File: src/rtl/cache_bus_ctrl.sv
// Single-block snooping cache controller: MSI line state, bus arbitration and
// messages, write-back of dirty data, fill from memory and IDLE-time snooping.
module cache_bus_ctrl #(
    parameter int MEM_LAT = 1
) (
    input  logic        clock,
    input  logic        reset,
    input  logic        cpu_req,
    input  logic        cpu_we,
    input  logic [3:0]  cpu_tag,
    input  logic [9:0]  cpu_wdata,
    output logic        cpu_ready,
    output logic [9:0]  cpu_rdata,
    output logic        bus_req,
    input  logic        bus_grant,
    output logic [15:0] bus,
    input  logic [15:0] mem_block,
    output logic        wb,
    output logic [15:0] wb_block,
    input  logic [15:0] snoop,
    output logic [15:0] block
);
    typedef enum logic [2:0] {IDLE, CHECK, WB, ARB, MSG, WAIT, FILL, DONE} state_t;

    localparam logic [1:0]  OP_RD    = 2'b00;
    localparam logic [1:0]  OP_WR    = 2'b01;
    localparam logic [1:0]  OP_INV   = 2'b10;
    localparam logic [1:0]  OP_IDLE  = 2'b11;
    localparam logic [1:0]  ST_I     = 2'b00;
    localparam logic [1:0]  ST_S     = 2'b01;
    localparam logic [1:0]  ST_M     = 2'b10;
    localparam logic [15:0] BUS_IDLE = 16'hC000;
    localparam logic [2:0]  LAT_LAST = 3'(MEM_LAT - 1);

    state_t     state;
    logic       req_we;
    logic [3:0] req_tag;
    logic [9:0] req_wdata;
    logic [1:0] req_op;
    logic [2:0] lat_cnt;

    logic [3:0] blk_tag;
    logic [1:0] blk_st;
    logic [9:0] blk_data;
    logic       cpu_hit;
    logic [1:0] snoop_op;
    logic       snoop_hit;
    logic       unused_bits;

    assign blk_tag   = block[15:12];
    assign blk_st    = block[11:10];
    assign blk_data  = block[9:0];
    assign cpu_hit   = (req_tag == blk_tag) && (blk_st != ST_I);
    assign snoop_op  = snoop[15:14];
    assign snoop_hit = (snoop[13:10] == blk_tag) && (blk_st != ST_I) && (snoop_op != OP_IDLE);
    assign unused_bits = ^{mem_block[11:10], snoop[9:0]};

    // NOTE: the cached block is architectural state, so it is reset like any
    // other register; an abandoned access must leave an invalid line behind.
    always_ff @(posedge clock or negedge reset) begin
        if (!reset) begin
            state     <= IDLE;
            block     <= '0;
            bus       <= BUS_IDLE;
            wb_block  <= '0;
            cpu_rdata <= '0;
            cpu_ready <= 1'b0;
            bus_req   <= 1'b0;
            wb        <= 1'b0;
            lat_cnt   <= '0;
            req_we    <= 1'b0;
            req_tag   <= '0;
            req_wdata <= '0;
            req_op    <= OP_RD;
        end else begin
            // NOTE: non-blocking assignments only, so every decision below sees
            // the pre-edge block and state even after an earlier branch wrote them.
            cpu_ready <= 1'b0;
            wb        <= 1'b0;
            bus       <= BUS_IDLE;
            case (state)
                IDLE: begin
                    if (snoop_hit) begin
                        if (blk_st == ST_M) begin
                            wb       <= 1'b1;
                            wb_block <= block;
                        end
                        block[11:10] <= (snoop_op == OP_RD) ? ST_S : ST_I;
                    end
                    if (cpu_req) begin
                        req_we    <= cpu_we;
                        req_tag   <= cpu_tag;
                        req_wdata <= cpu_wdata;
                        state     <= CHECK;
                    end
                end
                CHECK: begin
                    req_op <= req_we ? OP_WR : OP_RD;
                    if (cpu_hit && !req_we) begin
                        cpu_ready <= 1'b1;
                        cpu_rdata <= blk_data;
                        state     <= DONE;
                    end else if (cpu_hit && blk_st == ST_M) begin
                        block[9:0] <= req_wdata;
                        cpu_ready  <= 1'b1;
                        cpu_rdata  <= req_wdata;
                        state      <= DONE;
                    end else if (cpu_hit) begin
                        // Shared write hit: other copies must be invalidated first.
                        req_op  <= OP_INV;
                        bus_req <= 1'b1;
                        state   <= ARB;
                    end else if (blk_st == ST_M) begin
                        wb       <= 1'b1;
                        wb_block <= block;
                        state    <= WB;
                    end else begin
                        bus_req <= 1'b1;
                        state   <= ARB;
                    end
                end
                WB: begin
                    bus_req <= 1'b1;
                    state   <= ARB;
                end
                ARB: begin
                    if (bus_grant) begin
                        bus   <= {req_op, req_tag, 10'b0};
                        state <= MSG;
                    end
                end
                MSG: begin
                    bus_req <= 1'b0;
                    if (req_op == OP_INV) begin
                        block     <= {req_tag, ST_M, req_wdata};
                        cpu_ready <= 1'b1;
                        cpu_rdata <= req_wdata;
                        state     <= DONE;
                    end else begin
                        lat_cnt <= '0;
                        state   <= WAIT;
                    end
                end
                WAIT: begin
                    if (lat_cnt == LAT_LAST) state <= FILL;
                    else                     lat_cnt <= lat_cnt + 3'd1;
                end
                FILL: begin
                    if (mem_block[15:12] != req_tag) begin
                        bus_req <= 1'b1;
                        state   <= ARB;
                    end else if (req_we) begin
                        block     <= {req_tag, ST_M, req_wdata};
                        cpu_ready <= 1'b1;
                        cpu_rdata <= req_wdata;
                        state     <= DONE;
                    end else begin
                        block     <= {req_tag, ST_S, mem_block[9:0]};
                        cpu_ready <= 1'b1;
                        cpu_rdata <= mem_block[9:0];
                        state     <= DONE;
                    end
                end
                DONE:    state <= IDLE;
                default: state <= IDLE;
            endcase
        end
    end
endmodule
File: config.mk
export PLATFORM = sky130hd
export DESIGN_NAME = cache_bus_ctrl
export DESIGN_NICKNAME = d
export VERILOG_FILES = /design/src/rtl/cache_bus_ctrl.sv
export SDC_FILE = /design/constraint.sdc
export NUM_CORES = 1
export LEC_CHECK = 0
export ABC_AREA = 1
export CAP_MARGIN = 10
export CELL_PAD_IN_SITES_DETAIL_PLACEMENT = 1
export CELL_PAD_IN_SITES_GLOBAL_PLACEMENT = 1
export CORE_MARGIN = 3
export CORE_UTILIZATION = 31
export CTS_CLUSTER_SIZE = 24
export DETAILED_ROUTE_END_ITERATION = 10
export GPL_TIMING_DRIVEN = 1
export MAX_ROUTING_LAYER = met4
export PLACE_DENSITY_LB_ADDON = 0.1
export SLEW_MARGIN = 0
export SYNTH_ARGS = -nofsm -noshare
export SYNTH_HDL_FRONTEND = slang
export SYNTH_SLANG_ARGS = --single-unit
File: constraint.sdc
create_clock -name clock -period 1.3 [get_ports clock]
set_input_delay 0.26 -clock clock [delete_from_list [all_inputs] [get_ports clock]]
set_output_delay 0.26 -clock clock [all_outputs]
set_load 0.05 [all_outputs]
==> run_1/pdn.png <==
The bar under the picture is 20 um long. Pins as bars on the die edge.
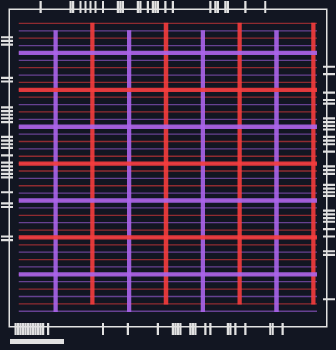
legend:
  red:
    net: VDD
  purple:
    net: VSS
met1 rails: 40
signal pins: 112

==> run_1/cell_classes.png <==
Fill, decap, tap and diode cells in grey.
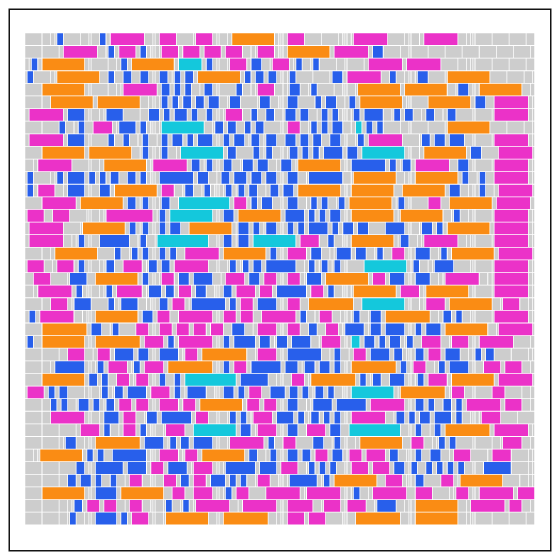
legend:
  blue:
    class: all other logic
    cells: 401
    share_of_their_area: 34%
  magenta:
    class: other buffers and delay cells
    cells: 195
    share_of_their_area: 35%
  cyan:
    class: clock drivers and dummy loads
    cells: 16
    share_of_their_area: 5.2%
  orange:
    class: flip-flops
    cells: 74
    share_of_their_area: 26%

==> run_1/clock_map.png <==
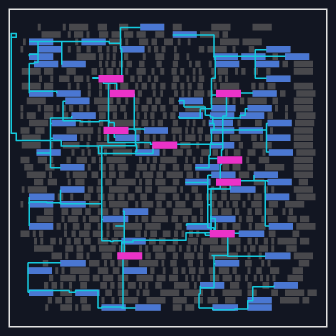
legend:
  cyan:
    item: clock wires
    length: 1150 um
  magenta:
    item: cells driving clock nets
    count: 9
  blue:
    item: flip-flops
    count: 74
routed clock nets: 10
flops lie: widely spread

==> Changelog: implementation, run 1 <==
### Physical design

* Drt drc at 0
* Distinct cell type count after synthesis at 31
* Setup crit end kind: flop
* Critical-path top delay cell: dfrtp_2
* Flops & latches, synth at 74
* Leakage at 3.484 nW
* Cell Chain, Critical Path: inv_2 -> nor2_4 -> buf_4 -> nand2_1 -> buf_12 -> o22ai_1 -> inv_1 -> nand2_1 -> nand2_2 -> nand2_1
* Max clock buf depth at 2
* Initial Util at 32.43%
* R2r worst-path depth at 10
* Rows at 39
* Adder Area Share at 0.6616%
* Clock root cell: clkbuf_16
* Total track usage at 22.30%
* Initial DRC Count at 202
* Sink Count at 74
* Chip area estimate from yosys synthesis at 3782 um^2
* N_diodes at 0
* Via/cell ratio at 4.964
* Switching Fraction at 44.05%
* First-pass GRT wire length at 22560 um
* Synth area leaders: dfrtp_1, nand2_1, inv_1
* Startpoint Class: flop
* Seq/Total Area, Yosys at 49.02%
* Final period utilization at 133.4%
* Vias at 4115
* CP Depth at 10
* Aoi share at 9.891%
* Non-Filler Instances at 829
* Ys async rst share at 100.0%
* Grt met1 use at 28.38%
* Share of layout cells above drive strength 1 at 47.67%
* Yosys warns at 0
* CP Buf/Inv Count at 4
* Yosys simple share at 28.42%
* Synth mux share at 0.2977%
* Routed Antenna Nets at 0
* PostCTS Resize Cnt at 113
* Worst flop-to-flop path startpoint: state[2]
* Pint at 9.918 mW
* Global route overflow at 0
* Post-Place Cells at 774
* Yosys cell count at 485
* Comb power frac at 59.7%
* Core box area at 11660 um^2
* Largest type area fraction at 47.63%
* Worst R2R End: cpu_rdata[0]
* Register clock-pin slew on the reported worst setup and hold paths at 0.06 ns
* Die Size at 13560 um^2
* Final setup margin at -0.4342 ns
* Met3 Resource Use GR at 2.591%
* Total CTS buffers at 9
* Die X at 116.5 um
* Worst-Skew Late Latency at 0.34 ns
* Required time of the worst setup path at 1.58 ns
* Pwr dens at 2441 nW/um^2
* Hold buffers post-CTS at 1
* Max VDD drop at 1252 uV
* Crit Path Class: flop to flop
* Mapped cell area at 3782 um^2
* Post-Route WL at 16100 um
* Max Fclk at 0.5766 GHz
* Input/output buffers at 89
* CTS tree: done
* Reg2reg setup slack at -0.43 ns
* Final setup viols at 66
* Final hold violation count at 0
* Clock group share of total power at 17.6%
* Top cell family by delay on the critical path: simple AND/OR/NAND/NOR gates
* Synth Instances at 485
* Drt first pass iters at 6
* Final Max Slew Viols at 0
* Switching power at 7.808 mW
* Sequential Power Share at 22.7%
* Mean post-synth cell area at 7.799 um^2
* Post-synth EDFFs at 0
* RSZ-0062 raised after global routing: true
* Vias in the first global route at 4362
* Post-layout nets at 734
* Comb area leader: simple AND/OR/NAND/NOR gates
* Worst EP arrival at 2.01 ns
* Status: finished, violations left
* CP max stage delay at 0.41 ns
* Worst-path maximum fanout at 10
* Initial antenna violation count at 0
* Area growth from synthesis to layout at 91.96%
* Failing checks: setup timing
* Die y size at 116.5 um
[run 1: metal layers]
metal / share of wire [%] / up-vias
met1: 41 / 2017
li1: - / 1922
met3: 4.6 / 33
met5: 0 / -
met4: 2.3 / 0
met2: 52 / 143
[run 1: flip-flops by register name, indices dropped and copies added, names as in the netlist]
register,cells
block,16
wb_block,16
cpu_rdata,10
req_wdata,10
bus,6
req_tag,4
lat_cnt,3
state,3
req_op,2
bus_req,1
cpu_ready,1
req_we,1
wb,1
[run 1: cells in the mapped netlist, types with 3 or more instances]
library cell	n
nand3_2	4
a21oi_1	17
o21ai_1	13
o22ai_1	3
o21ai_0	34
nor2_4	4
nand3_1	30
buf_2	6
nand4_1	12
inv_1	56
xor2_1	3
dfrtp_1	72
nor2_1	32
nand2_1	151
clkbuf_1	3
inv_2	11
buf_6	4
buf_4	10
nand2_2	3
[run 1: power groups by stage]
stage / clock (mW) / sequential (mW) / combinational (mW)
after floorplan: 0 / 5.24 / 2.71
after global placement: 0 / 3.91 / 8.08
after detailed placement: 0 / 3.93 / 8.27
after CTS: 3.16 / 3.95 / 9.40
after global routing: 3.27 / 4.13 / 11.2
final: 3.11 / 4.03 / 10.6
[run 1: layout by cell type, fill, tap and decap left out, types with 2 or more instances in the layout]
cell | Yosys | layout
a21oi_1 | 17 | 16
buf_12 | 0 | 59
buf_4 | 10 | 64
buf_6 | 4 | 31
buf_8 | 0 | 2
bufinv_16 | 0 | 4
clkbuf_16 | 0 | 9
clkdlybuf4s50_1 | 0 | 37
clkinvlp_4 | 0 | 2
conb_1 | 1 | 10
dfrtp_1 | 72 | 61
dfrtp_2 | 0 | 11
dfstp_2 | 2 | 2
ha_1 | 2 | 2
inv_1 | 56 | 48
inv_2 | 11 | 14
inv_6 | 0 | 2
nand2_1 | 151 | 96
nand2_2 | 3 | 45
nand2_4 | 1 | 11
nand2_8 | 0 | 5
nand3_1 | 30 | 15
nand3_2 | 4 | 12
nand3_4 | 1 | 8
nand4_1 | 12 | 12
nor2_1 | 32 | 14
nor2_2 | 2 | 14
nor2_4 | 4 | 11
o211ai_1 | 2 | 2
o21ai_0 | 34 | 15
o21ai_1 | 13 | 23
o21ai_2 | 0 | 9
o22ai_1 | 3 | 2
or2_1 | 2 | 2
xor2_2 | 0 | 2
[run 1: cell type report]
type / instances / area [um^2]
Timing Repair inverter: 1 / 7.507
Timing Repair Buffer: 195 / 2449
Inverter: 67 / 280.3
Clock buffer: 11 / 242.7
Tap cell: 143 / 178.9
Fill cell: 1267 / 4402
Sequential cell: 74 / 1868
Clock inverter: 5 / 125.1
Multi-Input combinational cell: 333 / 2110
[run 1: stage by stage]
step / cell area [um^2] / setup WS, ns / TNS (ns) / utilization [%] / hold WS (ns)
after global placement: 5904 / -0.5624 / -25.13 / 50.63 / 0.1457
after global routing: 7261 / -0.5167 / -23.32 / 62.26 / 0.3559
after CTS: 6890 / -0.3333 / -14.14 / 59.08 / 0.3429
after floorplan: 3891 / -0.2593 / -8.224 / - / -0.03559
after detailed placement: 5904 / -0.6494 / -26.76 / 50.63 / 0.1436
final: 7261 / -0.4342 / -18.97 / 62.26 / 0.3397
==> run_1/final_clocks.png <==
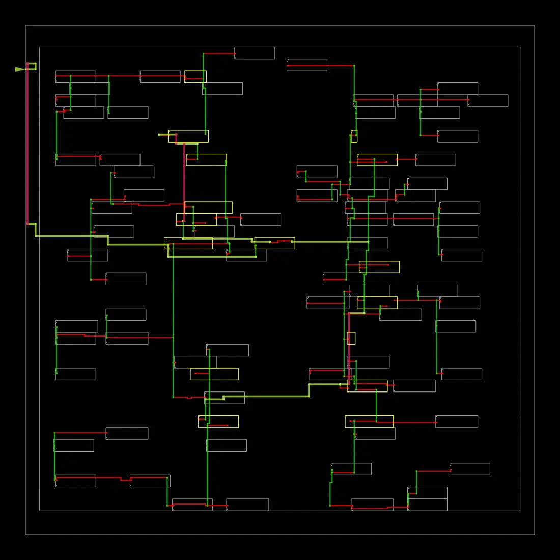

==> run 2: changes to the inputs <==
CORE_MARGIN = unset   (was 3)
SLEW_MARGIN = 20   (was 0)
==> run_2/final_clocks.png <==
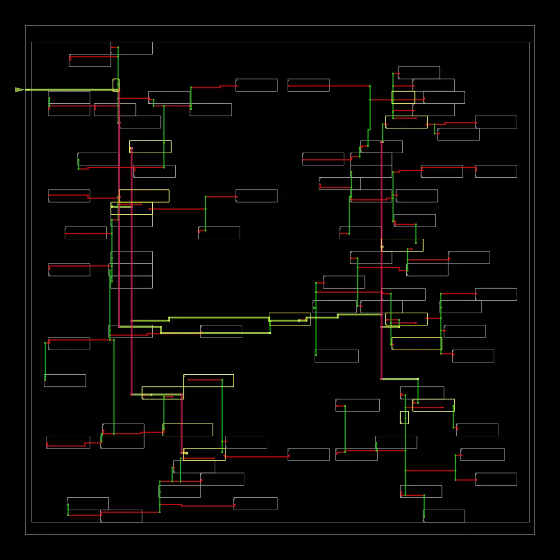
clk pwr: 3.15 mW
Clock buffer cells: 11
Sink Count: 74

==> run_2/clock_map.png <==
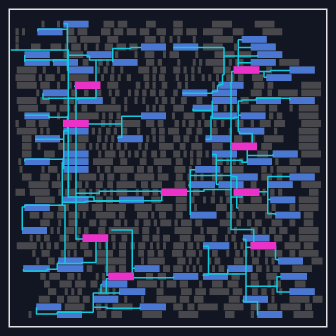
legend:
  cyan:
    item: clock wires
    length: 1180 um
  blue:
    item: flip-flops
    count: 74
  magenta:
    item: cells driving clock nets
    count: 9
flops lie: widely spread
routed clock nets: 10

==> run 2 against run 1 <==
The flow still finishes with violations (setup timing). Critical path depth shrank 1. Non-clock buffer count shrank 11. Clock skew grew 0.0011 ns. Sequential power is essentially flat. Routed wire length shrank 7.0%. Clock power grew 1%. Combinational power shrank 4%. Area after synthesis is the same. Count of clock-buffer cells in the layout is the same. Sequential cell count is the same. Sequential share of layout area is essentially flat. Synthesized cell count is the same.
==> Changelog: implementation, run 2 <==
### Physical design

* Top Registers: block x16, wb_block x16 (unchanged)
* Final hold violation count at 0 (unchanged)
* Worst-Skew Late Latency at 0.34 ns (about the same)
* Top Layout Cells: nand2_1, dfrtp_1, buf_12 (was nand2_1, buf_4, dfrtp_1)
* Total CTS buffers at 9 (unchanged)
* Final Max Slew Viols at 0 (unchanged)
* Worst EP arrival at 1.95 ns (was 2.01 ns)
* R2r worst-path depth at 9 (was 10)
* # fillers at 1271 (was 1267)
* Yosys cell count at 485 (unchanged)
* Reg2reg setup slack at -0.43 ns (about the same)
* Die X at 112.5 um (was 116.5 um)
* Register clock-pin slew on the reported worst setup and hold paths at 0.06 ns (about the same)
* Via/cell ratio at 4.930 (was 4.964)
* Global route overflow at 0 (unchanged)
* Worst R2R End: wb_block[4] (was cpu_rdata[0])
* Initial antenna violation count at 0 (unchanged)
* Routed Antenna Nets at 0 (unchanged)
* Leakage at 3.412 nW (was 3.484 nW)
* Vias at 4033 (was 4115)
* Clock root cell: clkbuf_16 (unchanged)
* Mapped cell area at 3782 um^2 (unchanged)
* N_diodes at 0 (unchanged)
* RePlAce Congestion at 0.8913 (was 0.8730)
* Drt first pass iters at 4 (was 6)
* Post-synth EDFFs at 0 (unchanged)
* Input/output buffers at 89 (unchanged)
* CTS tree: done (unchanged)
* Pwr dens at 2398 nW/um^2 (was 2441 nW/um^2)
* Die y size at 112.5 um (was 116.5 um)
* Die Size at 12650 um^2 (was 13560 um^2)
* Core box area at 11660 um^2 (unchanged)
* Post-layout nets at 723 (was 734)
* Max Fclk at 0.5791 GHz (was 0.5766 GHz)
* Worst-path maximum fanout at 6 (was 10)
* Status: finished, violations left (unchanged)
* Worst flop-to-flop path startpoint: state[2] (unchanged)
* Mean post-synth cell area at 7.799 um^2 (unchanged)
* Commonest non-fill, non-tap cell in the layout: nand2_1 (unchanged)
* Met3 Resource Use GR at 2.970% (was 2.591%)
* Largest type area fraction at 47.63% (unchanged)
* Drt drc at 0 (unchanged)
* Rows at 39 (unchanged)
* Min Hold Slack at 0.4891 ns (was 0.3397 ns)
* Startpoint Class: flop (unchanged)
* Area growth from synthesis to layout at 91.56% (was 91.96%)
* Final setup viols at 71 (was 66)
* Post-synth top cells: nand2_1, dfrtp_1, inv_1, o21ai_0, nor2_1 (unchanged)
* Failing checks: setup timing (unchanged)
* Initial DRC Count at 149 (was 202)
* Most frequent cell after synthesis: nand2_1 (unchanged)
* Max clock buf depth at 2 (unchanged)
* Final setup margin at -0.4268 ns (was -0.4342 ns)
* Synth Instances at 485 (unchanged)
* Vias in the first global route at 4122 (was 4362)
* Ys async rst share at 100.0% (unchanged)
* Seq/Total Area, Yosys at 49.02% (unchanged)
* Initial Util at 32.43% (unchanged)
* Grt met1 use at 29.20% (was 28.38%)
* Required time of the worst setup path at 1.52 ns (was 1.58 ns)
* Distinct cell type count after synthesis at 31 (unchanged)
* First-pass GRT wire length at 21650 um (was 22560 um)
==> run_2/metal_stack.png <==
The bar under the picture is 20 um long. Two of the layers only.
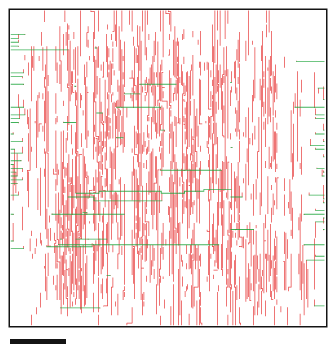
legend:
  green:
    layer: met3
    wire_length: 476 um
  red:
    layer: met2
    wire_length: 7830 um

## run 2: cells by family after synthesis
family | after synthesis | synth area share, %
fa+ha+maj | 2 | 0.6615
other cells | 1 | 0.09914
mux | 1 | 0.2977
xor+xnor | 3 | 0.6948
flops | 74 | 49.02
compound gates | 71 | 9.891
simple gates | 243 | 28.42
buf+inv | 90 | 10.92
## run 2: repair_timing
item | in CTS | in global routing
gates cloned | 8 | 3
pin swaps | 43 | 33
resized | 99 | 108
hold buffers | 1 | 0
endpoints found under the setup margin | 77 | 76
setup buffers | 9 | 12
endpoints found under the hold margin | 72 | 0
## run 2: area by class of cell
type / count / area, um^2 / share of cell area [%]
timing repair buffer: 184 / 2386 / 32.93
sequential: 74 / 1867 / 25.76
tap: 143 / 178.9 / 2.469
clock buffer: 11 / 242.7 / 3.350
inverter: 67 / 269.0 / 3.713
multi-input combinational: 334 / 2177 / 30.05
clock inverter: 5 / 125.1 / 1.727
## run 2: worst max-delay path, stage by stage (launching register included)
cell	delay, ns
dfrtp_2	0.44
nor2_4	0.19
nand2_2	0.12
nor2_2	0.15
nand3_2	0.13
nand2_4	0.11
nand3_4	0.13
buf_8	0.19
nand2_2	0.05
o21ai_1	0.07
## run 2: routing by layer
| metal | vias up | part of all wire [%] |
|---|---|---|
| met4 | 0 | 1.5 |
| met3 | 17 | 3.2 |
| met1 | 2033 | 43 |
| met2 | 87 | 52 |
| met5 | - | 0 |
| li1 | 1896 | - |
## run 2: power breakdown
| part | switching (mW) | internal, mW | total, mW |
|---|---|---|---|
| Clock | 1.03 | 2.12 | 3.15 |
| Combinational | 5.65 | 4.54 | 10.2 |
| Sequential | 0.927 | 3.10 | 4.03 |
| Total | 7.61 | 9.77 | 17.4 |
## run 2: how the worst min path moves through the flow
stage / cells past startpoint / slack, ns / startpoint / to
floorplan: 0 / -0.04 / reset / block[0]
detailed placement: 2 / 0.32 / reset / bus[12]
global route: 3 / 0.53 / reset / block[14]
finish: 3 / 0.49 / reset / wb_block[14]
CTS: 3 / 0.49 / cpu_wdata[2] / req_wdata[2]
global placement: 2 / 0.31 / reset / bus[12]
## run 2: through the flow
stage,instance area (um^2),worst slack (ns),TNS (ns),instances
6_report,7246,-0.4268,-17.77,818
3_3_place_gp,5882,-0.5591,-25.78,771
3_5_place_dp,5882,-0.6632,-28.65,771
2_1_floorplan,3891,-0.2593,-8.224,494
5_1_grt,7246,-0.5159,-22.29,818
4_1_cts,6728,-0.3390,-14.07,804
No activity file was given, so power comes from the tool's default toggle rates.
